==> src/rtl/strip_pkg.sv <==
// Shared types and helpers for the channel-strip UI controller.
// The field and sequencer-state encodings are fixed here so every file agrees on them.
package strip_pkg;

  localparam int SEL_W = 3;

  typedef enum logic [1:0] {
    FREQ = 2'd0,
    LP   = 2'd1,
    HP   = 2'd2
  } field_t;

  typedef enum logic [1:0] {
    IDLE   = 2'd0,
    MUTE   = 2'd1,
    APPLY  = 2'd2,
    SETTLE = 2'd3
  } state_t;

  function automatic field_t next_field(input field_t f);
    case (f)
      FREQ:    next_field = LP;
      LP:      next_field = HP;
      HP:      next_field = FREQ;
      default: next_field = FREQ;
    endcase
  endfunction

  function automatic logic [SEL_W-1:0] pick_sel(input field_t f,
                                                input logic [SEL_W-1:0] fq,
                                                input logic [SEL_W-1:0] lp,
                                                input logic [SEL_W-1:0] hp);
    case (f)
      FREQ:    pick_sel = fq;
      LP:      pick_sel = lp;
      HP:      pick_sel = hp;
      default: pick_sel = fq;
    endcase
  endfunction

endpackage

==> src/rtl/strip_ctrl_if.sv <==
// Front-panel buttons in, datapath selects / mute / display fields out.
interface strip_ctrl_if;
  import strip_pkg::*;

  logic             btn_mode;
  logic             btn_up;
  logic             btn_down;
  logic [SEL_W-1:0] freq_sel;
  logic [SEL_W-1:0] lp_sel;
  logic [SEL_W-1:0] hp_sel;
  logic             mute;
  logic             busy;
  logic [1:0]       edit_field;
  logic [SEL_W-1:0] edit_value;

  modport master (
    output btn_mode, btn_up, btn_down,
    input  freq_sel, lp_sel, hp_sel, mute, busy, edit_field, edit_value
  );

  modport slave (
    input  btn_mode, btn_up, btn_down,
    output freq_sel, lp_sel, hp_sel, mute, busy, edit_field, edit_value
  );

endinterface

==> src/rtl/strip_ctrl_btn_debounce.sv <==
// Button conditioner: 2-flop synchronizer, stability counter, 1-cycle press pulse.
module btn_debounce #(
  parameter int DEBOUNCE_CYCLES = 480
) (
  input  logic clk_48,
  input  logic reset_n,
  input  logic btn_raw,
  output logic pulse
);

  localparam int CNT_W = (DEBOUNCE_CYCLES > 1) ? $clog2(DEBOUNCE_CYCLES) : 1;
  localparam logic [CNT_W-1:0] CNT_LAST = CNT_W'(DEBOUNCE_CYCLES - 1);

  logic             sync1_r;
  logic             sync2_r;
  logic             level_r;
  logic             pulse_r;
  logic [CNT_W-1:0] cnt_r;

  // Level flips only after DEBOUNCE_CYCLES consecutive samples disagreeing with it.
  always_ff @(posedge clk_48) begin
    if (!reset_n) begin
      sync1_r <= 1'b0;
      sync2_r <= 1'b0;
      level_r <= 1'b0;
      pulse_r <= 1'b0;
      cnt_r   <= {CNT_W{1'b0}};
    end else begin
      sync1_r <= btn_raw;
      sync2_r <= sync1_r;
      pulse_r <= 1'b0;
      if (sync2_r == level_r) begin
        cnt_r <= {CNT_W{1'b0}};
      end else if (cnt_r == CNT_LAST) begin
        level_r <= sync2_r;
        cnt_r   <= {CNT_W{1'b0}};
        pulse_r <= sync2_r;
      end else begin
        cnt_r <= cnt_r + 1'b1;
      end
    end
  end

  assign pulse = pulse_r;

endmodule

==> src/rtl/strip_ctrl.sv <==
// Channel-strip UI controller: field select, value stepping and the
// mute -> apply -> settle sequencer that hides select changes from the listener.
module strip_ctrl
  import strip_pkg::*;
#(
  parameter int DEBOUNCE_CYCLES = 480,
  parameter int MUTE_CYCLES     = 64,
  parameter int SETTLE_CYCLES   = 256,
  parameter int SEL_MAX         = 7,
  parameter int FREQ_INIT       = 4,
  parameter int LP_INIT         = 1,
  parameter int HP_INIT         = 3
) (
  input  logic         clk_48,
  input  logic         reset_n,
  strip_ctrl_if.slave  bus
);

  localparam int TMR_MAX = (MUTE_CYCLES > SETTLE_CYCLES) ? MUTE_CYCLES : SETTLE_CYCLES;
  localparam int TMR_W   = (TMR_MAX > 1) ? $clog2(TMR_MAX) : 1;
  localparam logic [TMR_W-1:0] MUTE_LAST   = TMR_W'(MUTE_CYCLES - 1);
  localparam logic [TMR_W-1:0] SETTLE_LAST = TMR_W'(SETTLE_CYCLES - 1);
  localparam logic [TMR_W-1:0] TMR_ZERO    = TMR_W'(0);
  localparam logic [SEL_W-1:0] SEL_MAX_V   = SEL_W'(SEL_MAX);
  localparam logic [SEL_W-1:0] SEL_ZERO    = SEL_W'(0);
  localparam logic [SEL_W-1:0] SEL_ONE     = SEL_W'(1);

  logic mode_ev_s, up_ev_s, down_ev_s;

  btn_debounce #(.DEBOUNCE_CYCLES(DEBOUNCE_CYCLES)) u_db_mode (
    .clk_48(clk_48), .reset_n(reset_n), .btn_raw(bus.btn_mode), .pulse(mode_ev_s));
  btn_debounce #(.DEBOUNCE_CYCLES(DEBOUNCE_CYCLES)) u_db_up (
    .clk_48(clk_48), .reset_n(reset_n), .btn_raw(bus.btn_up), .pulse(up_ev_s));
  btn_debounce #(.DEBOUNCE_CYCLES(DEBOUNCE_CYCLES)) u_db_down (
    .clk_48(clk_48), .reset_n(reset_n), .btn_raw(bus.btn_down), .pulse(down_ev_s));

  state_t           state_r;
  field_t           edit_field_r, tgt_field_r, field_nxt_s;
  logic [TMR_W-1:0] tmr_r;
  logic             mute_r, busy_r, start_s;
  logic [SEL_W-1:0] freq_sel_r, lp_sel_r, hp_sel_r, edit_value_r, tgt_val_r;
  logic [SEL_W-1:0] cur_val_s, tgt_nxt_s, freq_nxt_s, lp_nxt_s, hp_nxt_s, value_nxt_s;

  // Next field/select values; edit_value is registered from these so it never lags.
  always_comb begin
    field_nxt_s = edit_field_r;
    cur_val_s   = pick_sel(edit_field_r, freq_sel_r, lp_sel_r, hp_sel_r);
    start_s     = 1'b0;
    tgt_nxt_s   = cur_val_s;
    if (mode_ev_s) begin
      field_nxt_s = next_field(edit_field_r);
    end else begin
      field_nxt_s = edit_field_r;
    end
    if (state_r == IDLE && !mode_ev_s && up_ev_s && !down_ev_s && cur_val_s < SEL_MAX_V) begin
      start_s   = 1'b1;
      tgt_nxt_s = cur_val_s + SEL_ONE;
    end else if (state_r == IDLE && !mode_ev_s && down_ev_s && !up_ev_s && cur_val_s > SEL_ZERO) begin
      start_s   = 1'b1;
      tgt_nxt_s = cur_val_s - SEL_ONE;
    end else begin
      start_s   = 1'b0;
      tgt_nxt_s = cur_val_s;
    end
    if (state_r == APPLY && tgt_field_r == FREQ) freq_nxt_s = tgt_val_r;
    else                                         freq_nxt_s = freq_sel_r;
    if (state_r == APPLY && tgt_field_r == LP)   lp_nxt_s = tgt_val_r;
    else                                         lp_nxt_s = lp_sel_r;
    if (state_r == APPLY && tgt_field_r == HP)   hp_nxt_s = tgt_val_r;
    else                                         hp_nxt_s = hp_sel_r;
    value_nxt_s = pick_sel(field_nxt_s, freq_nxt_s, lp_nxt_s, hp_nxt_s);
  end

  // Sequencer with registered outputs; mute spans MUTE + APPLY + SETTLE exactly.
  always_ff @(posedge clk_48) begin
    if (!reset_n) begin
      state_r      <= IDLE;
      tmr_r        <= TMR_ZERO;
      mute_r       <= 1'b0;
      busy_r       <= 1'b0;
      edit_field_r <= FREQ;
      tgt_field_r  <= FREQ;
      tgt_val_r    <= SEL_ZERO;
      freq_sel_r   <= SEL_W'(FREQ_INIT);
      lp_sel_r     <= SEL_W'(LP_INIT);
      hp_sel_r     <= SEL_W'(HP_INIT);
      edit_value_r <= SEL_W'(FREQ_INIT);
    end else begin
      edit_field_r <= field_nxt_s;
      freq_sel_r   <= freq_nxt_s;
      lp_sel_r     <= lp_nxt_s;
      hp_sel_r     <= hp_nxt_s;
      edit_value_r <= value_nxt_s;
      case (state_r)
        IDLE: begin
          if (start_s) begin
            state_r     <= MUTE;
            tmr_r       <= MUTE_LAST;
            mute_r      <= 1'b1;
            busy_r      <= 1'b1;
            tgt_field_r <= edit_field_r;
            tgt_val_r   <= tgt_nxt_s;
          end else begin
            state_r <= IDLE;
            mute_r  <= 1'b0;
            busy_r  <= 1'b0;
          end
        end
        MUTE: begin
          if (tmr_r == TMR_ZERO) state_r <= APPLY;
          else                   tmr_r   <= tmr_r - 1'b1;
        end
        APPLY: begin
          state_r <= SETTLE;
          tmr_r   <= SETTLE_LAST;
        end
        SETTLE: begin
          if (tmr_r == TMR_ZERO) begin
            state_r <= IDLE;
            mute_r  <= 1'b0;
            busy_r  <= 1'b0;
          end else begin
            tmr_r <= tmr_r - 1'b1;
          end
        end
        default: begin
          state_r <= IDLE;
          mute_r  <= 1'b0;
          busy_r  <= 1'b0;
        end
      endcase
    end
  end

  assign bus.freq_sel   = freq_sel_r;
  assign bus.lp_sel     = lp_sel_r;
  assign bus.hp_sel     = hp_sel_r;
  assign bus.mute       = mute_r;
  assign bus.busy       = busy_r;
  assign bus.edit_field = edit_field_r;
  assign bus.edit_value = edit_value_r;

endmodule

==> src/flat_wrapper.sv <==
// flat-port wrapper written by rule: the top's interface ports become plain ports
module strip_ctrl_flat import strip_pkg::*;
#(
  parameter int DEBOUNCE_CYCLES = 480,
  parameter int MUTE_CYCLES     = 64,
  parameter int SETTLE_CYCLES   = 256,
  parameter int SEL_MAX         = 7,
  parameter int FREQ_INIT       = 4,
  parameter int LP_INIT         = 1,
  parameter int HP_INIT         = 3
)
  (clk_48, reset_n, bus_btn_mode, bus_btn_up, bus_btn_down, bus_freq_sel, bus_lp_sel, bus_hp_sel, bus_mute, bus_busy, bus_edit_field, bus_edit_value);
  strip_ctrl_if bus_i ();
  input  logic clk_48;
  input  logic reset_n;
  input wire logic [$bits(bus_i.btn_mode)-1:0] bus_btn_mode;
  input wire logic [$bits(bus_i.btn_up)-1:0] bus_btn_up;
  input wire logic [$bits(bus_i.btn_down)-1:0] bus_btn_down;
  output wire logic [$bits(bus_i.freq_sel)-1:0] bus_freq_sel;
  output wire logic [$bits(bus_i.lp_sel)-1:0] bus_lp_sel;
  output wire logic [$bits(bus_i.hp_sel)-1:0] bus_hp_sel;
  output wire logic [$bits(bus_i.mute)-1:0] bus_mute;
  output wire logic [$bits(bus_i.busy)-1:0] bus_busy;
  output wire logic [$bits(bus_i.edit_field)-1:0] bus_edit_field;
  output wire logic [$bits(bus_i.edit_value)-1:0] bus_edit_value;
  assign bus_i.btn_mode = bus_btn_mode;
  assign bus_i.btn_up = bus_btn_up;
  assign bus_i.btn_down = bus_btn_down;
  assign bus_freq_sel = bus_i.freq_sel;
  assign bus_lp_sel = bus_i.lp_sel;
  assign bus_hp_sel = bus_i.hp_sel;
  assign bus_mute = bus_i.mute;
  assign bus_busy = bus_i.busy;
  assign bus_edit_field = bus_i.edit_field;
  assign bus_edit_value = bus_i.edit_value;
  strip_ctrl #(.DEBOUNCE_CYCLES(DEBOUNCE_CYCLES), .MUTE_CYCLES(MUTE_CYCLES), .SETTLE_CYCLES(SETTLE_CYCLES), .SEL_MAX(SEL_MAX), .FREQ_INIT(FREQ_INIT), .LP_INIT(LP_INIT), .HP_INIT(HP_INIT)) u_core (.clk_48(clk_48), .reset_n(reset_n), .bus(bus_i));
endmodule
==> config.mk <==
export PLATFORM = sky130hd
export DESIGN_NAME = strip_ctrl_flat
export DESIGN_NICKNAME = d
export VERILOG_FILES = /design/src/rtl/strip_pkg.sv /design/src/rtl/strip_ctrl_if.sv /design/src/rtl/strip_ctrl_btn_debounce.sv /design/src/rtl/strip_ctrl.sv /design/src/flat_wrapper.sv
export SDC_FILE = /design/constraint.sdc
export NUM_CORES = 1
export LEC_CHECK = 0
export ABC_CLOCK_PERIOD_IN_PS = 9000
export CORE_UTILIZATION = 65
export CTS_BUF_LIST = sky130_fd_sc_hd__clkbuf_4 sky130_fd_sc_hd__clkbuf_8
export DETAILED_ROUTE_END_ITERATION = 7
export PLACE_DENSITY = 0.86
export SYNTH_ARGS = -nofsm -noshare
export SYNTH_HDL_FRONTEND = slang
export SYNTH_HIERARCHICAL = 1
export SYNTH_SLANG_ARGS = --single-unit
==> constraint.sdc <==
create_clock -name clk_48 -period 9 [get_ports clk_48]
set_input_delay 0.9 -clock clk_48 [delete_from_list [all_inputs] [get_ports clk_48]]
set_output_delay 0.9 -clock clk_48 [all_outputs]
set_load 0.05 [all_outputs]
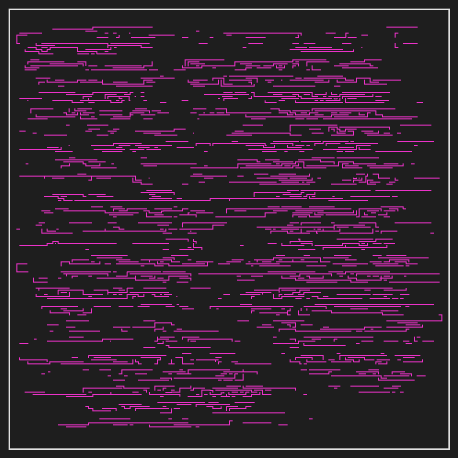
Figure 1: run 1, met1 routing.
(6 px per um)
The layer carries 3080 um of wire. 376 nets have wire on it.
DR vias: 2766
WL final: 6960 um
GR Layer Usage met1: 0.345

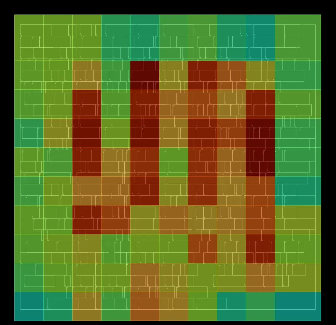
Figure 2: run 1, congestion heat map.
final core utilization: 0.785
Total GRT Usage: 0.282

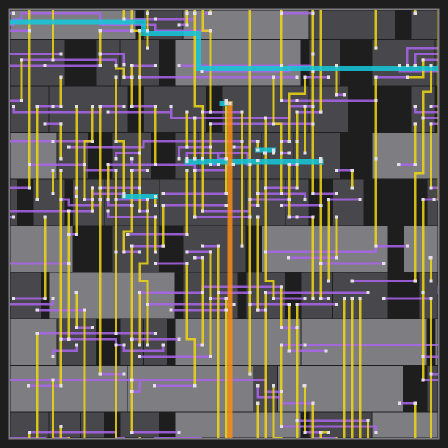
Figure 3: run 1, a small window of the routed layout.
Region (6, 42) to (31, 67) um. Cells in gray, sequential cells in the stronger gray; small squares are vias.
Key: M1 = purple; M3 = cyan; M2 = yellow; M4 = orange
Netlist names of flops here include u_core/u_db_mode/cnt_r (6). Most frequent: dfxtp_1 (13), nor2_1 (4), nand2_1 (4). 57 logic cells have their middle in the window. Sequential cells in the window: 13.

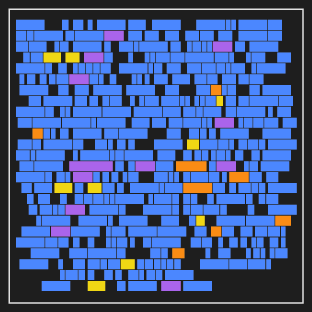
Figure 4: run 1, cells by drive strength.
(4 px per um)
Key: x2 = yellow [cells 9]; x6 and larger = purple [cells 12, most used clkbuf_8]; x3 and x4 = orange [cells 8, most used clkinvlp_4]; x1 and smaller = blue [cells 358, most used dfxtp_1]

==> flow_summary.ini, run 1 <==
; yosys + openroad results
[yosys]
yosysWarnings = 6
adder_share = 0.0724
top_area_frac = 0.421
common_cells = 69 x dfxtp_1, 30 x nand2_1, 24 x nor2_1
async_flop_share = 0
yosysTopAreaCell = dfxtp_1
yosysUniqueCellTypes = 48

[final_layout]
seq_area_frac = 0.368
dominant_cells = combinational gates
layout_top_cells = 69 x dfxtp_1, 30 x nand2_1, 24 x nor2_1
syn_to_final_growth_pct = 14.5
seq_cell_count = 69
n_clock_buffer = 11
drive_above_1_share = 0.0749

[clock_network]
cts_made_buffers = 9
cts-root-buf = clkbuf_8

[place]
dp_cells = 438
place.gp.congestion = 0.856

[power_and_ir_drop]
p_comb_frac = 0.016

[worst_setup_path]
startpoint = u_core/bus.edit_field[0]
path_cells = inv_1 -> ha_1 -> nor2_1 -> a21oi_1 -> inv_1 -> ha_1 -> ha_1 -> or3b_2 -> a21oi_1 -> o22a_1 -> nand3_1 -> o221a_1

[detailed_routing]
first_pass_iters = 6
remaining_drc_errors = 0
wl_met2_um = 3430

[floorplanning]
fp.coreArea_um2 = 4790
well_tap_count = 67

[timing]
slew_headroom = 0.458
min_period_over_period = 0.366
clock_skew_ps = 9.80

[grt]
grt_max_degree = 36
grt_use_met3 = 0.0442

[status]
status = finished clean

[flow_run]
warnings = 36
==> inputs of run 2 (changes only) <==
--- a/config.mk
+++ b/config.mk
@@ -5,11 +5,11 @@
 export SDC_FILE = /design/constraint.sdc
 export NUM_CORES = 1
 export LEC_CHECK = 0
-export ABC_CLOCK_PERIOD_IN_PS = 9000
-export CORE_UTILIZATION = 65
+export ABC_CLOCK_PERIOD_IN_PS = 2800
+export CORE_UTILIZATION = 55
 export CTS_BUF_LIST = sky130_fd_sc_hd__clkbuf_4 sky130_fd_sc_hd__clkbuf_8
 export DETAILED_ROUTE_END_ITERATION = 7
-export PLACE_DENSITY = 0.86
+export PLACE_DENSITY = 0.78
 export SYNTH_ARGS = -nofsm -noshare
 export SYNTH_HDL_FRONTEND = slang
 export SYNTH_HIERARCHICAL = 1
==> constraint.sdc (replaced) <==
create_clock -name clk_48 -period 2.8 [get_ports clk_48]
set_input_delay 0.28 -clock clk_48 [delete_from_list [all_inputs] [get_ports clk_48]]
set_output_delay 0.28 -clock clk_48 [all_outputs]
set_load 0.05 [all_outputs]
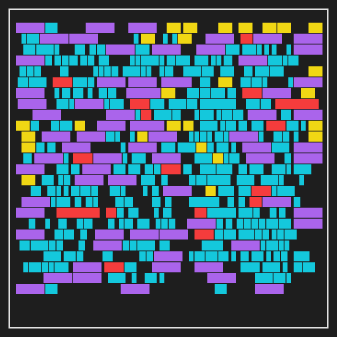
Figure 5: run 2, cell classes on the final placement.
(4 px per um)
Key: clock drivers and dummy loads = red [cells 16]; registers = purple [cells 69]; remaining buffers and delay cells = yellow [cells 26]; remaining logic cells = cyan [cells 281]
final core utilization: 0.688
Rows: 27

==> run 2 against run 1 <==
Net effect:
- register-to-register slack worse by 5600 ps
- synthesized area stayed put
- core utilization is 9.7 points lower
- non-clock buffer count is 5 higher
- critical endpoint is now u_core/tgt_field_r[0]
- setup slack worse by 5600 ps
- global-route usage is 5.1 points lower
- highest routed layer unchanged
- largest power group unchanged
- sequential share of layout area is 0.96 points lower
- first-iteration DRC count is 56% lower
- sequential power went up to 3.2 times the previous value
- design area is 3.3% higher
- die area is 18% higher
- sequential cell count stayed put
==> flow_summary.ini, run 2 <==
; yosys + openroad results
[clock_network]
cts_made_buffers = 9
cts-root-buf = clkbuf_8

[final_layout]
seq_area_frac = 0.358
drive_above_1_share = 0.125
dominant_cells = combinational gates
seq_cell_count = 69
layout_top_cells = 66 x dfxtp_1, 30 x nand2_1, 24 x nor2_1

[detailed_routing]
drt-total-wl_um = 6640
first_pass_iters = 4
remaining_drc_errors = 0
wl_met2_um = 3240

[timing]
rsz0062_at_grt = no
slew_headroom = 0.592
clock_skew_ps = 8.36

[yosys]
yosysUniqueCellTypes = 48
adder_share = 0.0724
top_area_frac = 0.421
yosysWarnings = 6
yosysTopAreaCell = dfxtp_1
async_flop_share = 0
common_cells = 69 x dfxtp_1, 30 x nand2_1, 24 x nor2_1

[floorplanning]
fp.coreArea_um2 = 5640
well_tap_count = 72

[grt]
grt_use_met3 = 0.0632
grt_use_met1 = 0.273
grt_usage = 0.231

[status]
status = finished clean

[worst_setup_path]
startpoint = u_core/bus.edit_field[0]
path_cells = inv_4 -> ha_4 -> nor2_1 -> a21oi_2 -> inv_2 -> ha_1 -> ha_1 -> or3b_4 -> or3_4 -> and2_4 -> o31ai_1

[place]
place.gp.congestion = 0.825
dp_cells = 448

[flow_run]
warnings = 36

[power_and_ir_drop]
p_comb_frac = 0.015
No activity file was given, so power comes from the tool's default toggle rates.
